Fig. 1: run 1, routed metal, one color a layer
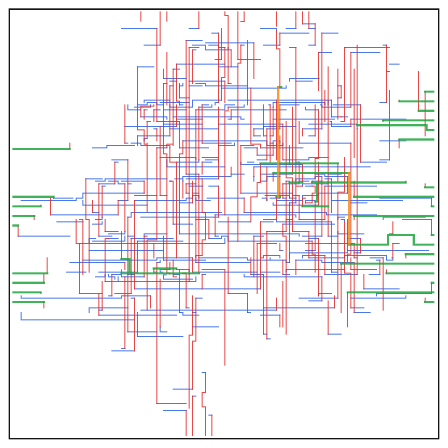
Fig. 2: run 1, clock network drawn from the DEF
Bar = 20 microns.
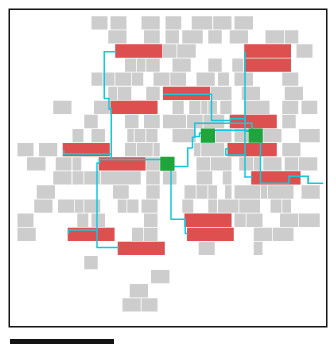
Fig. 3: run 1, placed standard cells
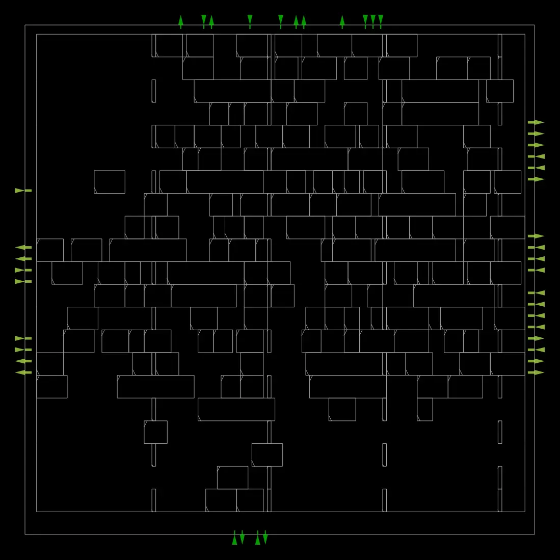
==> config.mk <==
export PLATFORM = sky130hd
export DESIGN_NAME = rot_sequencer_flat
export DESIGN_NICKNAME = d
export VERILOG_FILES = /design/src/rtl/rot_sequencer_if.sv /design/src/rtl/rot_sequencer.sv /design/src/flat_wrapper.sv
export SDC_FILE = /design/constraint.sdc
export NUM_CORES = 1
export LEC_CHECK = 0
export CAP_MARGIN = 25
export CELL_PAD_IN_SITES_DETAIL_PLACEMENT = 0
export CELL_PAD_IN_SITES_GLOBAL_PLACEMENT = 1
export CORE_UTILIZATION = 26
export DETAILED_ROUTE_END_ITERATION = 8
export PLACE_DENSITY = 0.79
export SYNTH_ARGS = -nofsm -noshare
export SYNTH_HDL_FRONTEND = slang
export SYNTH_SLANG_ARGS = --single-unit
==> constraint.sdc <==
create_clock -name clk -period 1.5 [get_ports clk]
set_clock_uncertainty 0.2 [all_clocks]
set_input_delay 0.225 -clock clk [delete_from_list [all_inputs] [get_ports clk]]
set_output_delay 0.225 -clock clk [all_outputs]
set_load 0.005 [all_outputs]
==> GITHUB_STEP_SUMMARY, run 1 <==
### Yosys + OpenROAD results

| Metric | Value |
|---|---|
| Setup violators final | 9 |
| Setup TNS | -0.499 ns |
| Clk cell area share | 0.0230 |
| Sw Ratio | 0.388 |
| Max_slew headroom | 0.760 |
| DRT iter0 DRCs | 64 |
| Clock Pin Slew Worst Setup and Hold Paths | 0.10 ns |
| Max FFs per register | 7 |
| Synth top cell by count | dfrtp_1 |
| Slowest cell delay on critical path | 0.47 ns |
| Bufs w/o clock | 68 |
| Vias in the first global route | between 900 and 1000 |
| Min Tclk post-route | 1.59 ns |
| Status | finished with violations |
| Pre-antenna DRT Iters | 4 |
| Initial antenna violation count | 0 |
| Worst setup margin | -0.0905 ns |
| Clk sinks | 14 |
| Root Driver | clkbuf_4 |
| Arr. time, crit path | 1.56 ns |
| Sw power | 1.21 mW |
| Max Used Layer | met4 |
| Die Span Y | 60.9 microns |
| Crit-path leading delay family | AND-OR/OR-AND gates |
| Sequential element share of the synthesized area | 0.388 |
| Htree depth | 1 |
| First-pass GRT wire length | 4.40 mm |
| Critical path peak fanout | 4 |
| Biggest area cells | dfrtp_1 (39%), buf_4 (5.8%), a32oi_1 (5.8%), nand4b_1 (5.8%), and2_1 (4.8%) |
| Failing checks | negative setup slack |
| MI comb cells | ~65 |
| Placed inst area | 1380 sq um |
| WP depth | 3 |
| Die Wd | ~60 microns |
| Max-cap violation count | 0 |
| R2R cell count | 3 |
| Yosys stat area | 903 sq um |
| Mapped Cells | 96 |
| Synth top cells by count | dfrtp_1 (14), and2_1 (7), buf_4 (7), nand3_1 (7) |
Back to the opening pictures, Fig. 1:
M4 -> orange  # wire length 25.8 microns
M2 -> red  # wire length 1400 microns
M3 -> green  # wire length 208 microns
M1 -> blue  # wire length 1280 microns
total vias in the final route: 1010
total track usage: 0.160

Back to the opening pictures, Fig. 2:
clock-net drivers -> green  # count 3
clock wires -> cyan  # length 214 microns
flip-flops -> red  # count 14
routed clock nets = 4
worst skew pair latency: 0.29 ns
Clk power: 0.282 mW
Clock Power Share: 0.090

Back to the opening pictures, Fig. 3:
core area: 3340 sq um
flop count: 14
Final Util: 0.474
# Taps: 46

run 1: per-stage QoR:
stage	setup WS [ns]	hold slack [ns]	utilization
final	-0.0905	0.0470	0.474
after global routing	-0.108	0.0549	0.474
after CTS	-0.0780	0.0474	0.462
after detailed placement	-0.334	0.339	0.413
after global placement	-0.268	0.322	0.413
after floorplan	0.0365	-0.271	-
run 1: repair_timing:
action / in CTS / in global routing
pin swaps: 8 / 1
endpoints found under the setup margin: 24 / 12
buffers inserted: 17 / 0
hold endpoints to repair: 0 / 0
resized: 51 / 7
run 1: kinds of logic after synthesis:
kind of cell,Yosys count,synth area share
AND/OR/NAND/NOR,40,0.276
AND-OR/OR-AND,22,0.190
flip-flops,14,0.388
XOR/XNOR,1,0.00970
adder cells (fa/ha/maj),2,0.0277
buffers and inverters,17,0.109
Fig. 4: run 1, M3 wires
Bar = 20 microns.
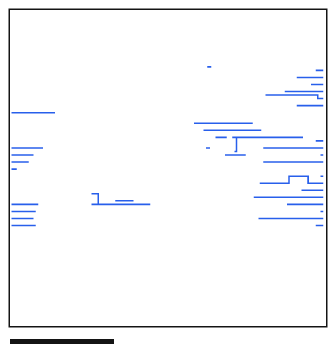

==> run 1 -> run 2 <==
--- a/config.mk
+++ b/config.mk
@@ -6,11 +6,10 @@
 export NUM_CORES = 1
 export LEC_CHECK = 0
 export CAP_MARGIN = 25
-export CELL_PAD_IN_SITES_DETAIL_PLACEMENT = 0
-export CELL_PAD_IN_SITES_GLOBAL_PLACEMENT = 1
-export CORE_UTILIZATION = 26
+export CORE_UTILIZATION = 30
+export CTS_CLUSTER_DIAMETER = 150
 export DETAILED_ROUTE_END_ITERATION = 8
-export PLACE_DENSITY = 0.79
+export PLACE_DENSITY = 0.69
 export SYNTH_ARGS = -nofsm -noshare
 export SYNTH_HDL_FRONTEND = slang
 export SYNTH_SLANG_ARGS = --single-unit
Fig. 5: run 2, M3 wires
Bar = 20 microns.
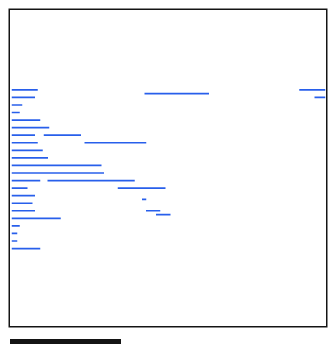
share of all routed wire = 5.4%
main direction = horizontal
longest straight run = 16.3 microns
met3 usage: 0.0622
final WL: 3.16 mm
total vias in the final route: 1030

Fig. 6: run 2, clock network drawn from the DEF
Bar = 20 microns.
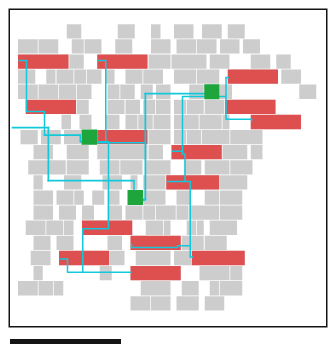
clock wires -> cyan  # length 237 microns
flip-flops -> red  # count 14
clock-net drivers -> green  # count 3
routed clock nets = 4
Clk power: 0.231 mW
Clock Power Share: 0.068

==> GITHUB_STEP_SUMMARY, run 2 <==
### Yosys + OpenROAD results

| Metric | Value |
|---|---|
| Basic Gates by Area | 0.276 |
| Slowest cell delay on critical path | 0.40 ns |
| Clk cell area share | 0.0134 |
| Clock Pin Slew Worst Setup and Hold Paths | 0.09 ns |
| Bufs w/o clock | 73 |
| Max-cap violation count | 0 |
| Yosys adder share | 0.0277 |
| Arr. time, crit path | 1.61 ns |
| Flop count | 14 |
| Top logic family | simple AND/OR/NAND/NOR gates |
| DRT iter0 DRCs | 33 |
| # Taps | 31 |
| Status | finished with violations |
| Die Span Y | 56.9 microns |
| Sw power | between 1 and 1.5 mW |
| Setup violators final | 17 |
| Core area | 2810 sq um |
| Initial antenna violation count | 0 |
| Sequential element share of the synthesized area | 0.388 |
| Root Driver | clkbuf_4 |
| Vias in the first global route | 1060 |
| Biggest area cells | dfrtp_1 (39%), buf_4 (5.8%), a32oi_1 (5.8%), nand4b_1 (5.8%), and2_1 (4.8%) |
| Crit-path leading delay family | buffers and inverters |
| Worst path most repeated cell | buf_6 |
| Pre-antenna DRT Iters | 4 |
| Xor/xnor share | 0.00970 |
| Synth top cell by count | dfrtp_1 |
| Worst skew pair latency | 0.29 ns |
| Min Tclk post-route | approximately 1.6 ns |
| First-pass GRT wire length | 4.74 mm |
| Post-route ant nets | 0 |
| Die Wd | 56.9 microns |
| Sw Ratio | 0.393 |
| Post-synth mux share | 0 |
| Yosys stat area | between 900 and 1000 sq um |
| Synth top cells by count | dfrtp_1 (14), and2_1 (7), buf_4 (7), nand3_1 (7) |
| Worst setup margin | -0.132 ns |
| Critical path peak fanout | 6 |
| Postcts setup bufs | 19 |
| Total track usage | 0.197 |
| Mapped Cells | 96 |
| Failing checks | negative setup slack |
| Clk sinks | 14 |
| Yosys aoi share | 0.190 |
| WP depth | 7 |
| Post-CTS sizing | 61 |
Fig. 7: run 2, where the registers sit
Other sequential cells in the stronger gray, the rest of the logic in the fainter gray.
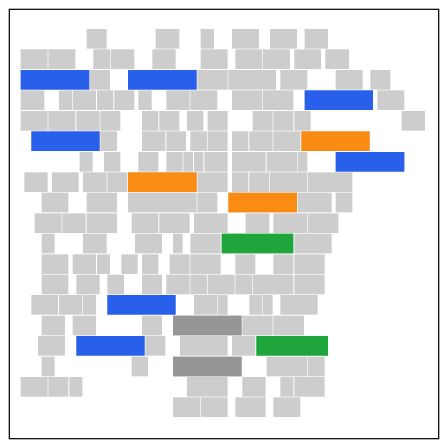
u_core.r_cnt -> orange  # sequential cells 3
u_core.bus.res_data -> blue  # sequential cells 7
u_core.r_state -> green  # sequential cells 2
not colored = 2
Storage cell area: 353 sq um
Seq/total area: 0.210

-- run 2: power by group through the flow --
stage               clock network [mW]  registers (mW)  logic, mW
finish                           0.231           0.725       2.46
global route                     0.251           0.748       2.62
CTS                              0.231           0.716       2.18
detailed placement                   0           0.753       1.69
global placement                     0           0.741       1.67
floorplan                            0           0.726      0.920
-- run 2: metrics by stage --
stage | cells | worst slack (ns) | power [mW] | cell area [sq um] | utilization
after floorplan | 96 | 0.0365 | 1.65 | 903 | -
after global placement | 167 | -0.274 | 2.41 | 1360 | 0.484
after detailed placement | 167 | -0.319 | 2.44 | 1360 | 0.484
after CTS | 189 | -0.137 | 3.12 | 1580 | 0.563
after global routing | 190 | -0.182 | 3.62 | 1680 | 0.600
final | 190 | -0.132 | 3.41 | 1680 | 0.600
No activity file was given, so power comes from the tool's default toggle rates.
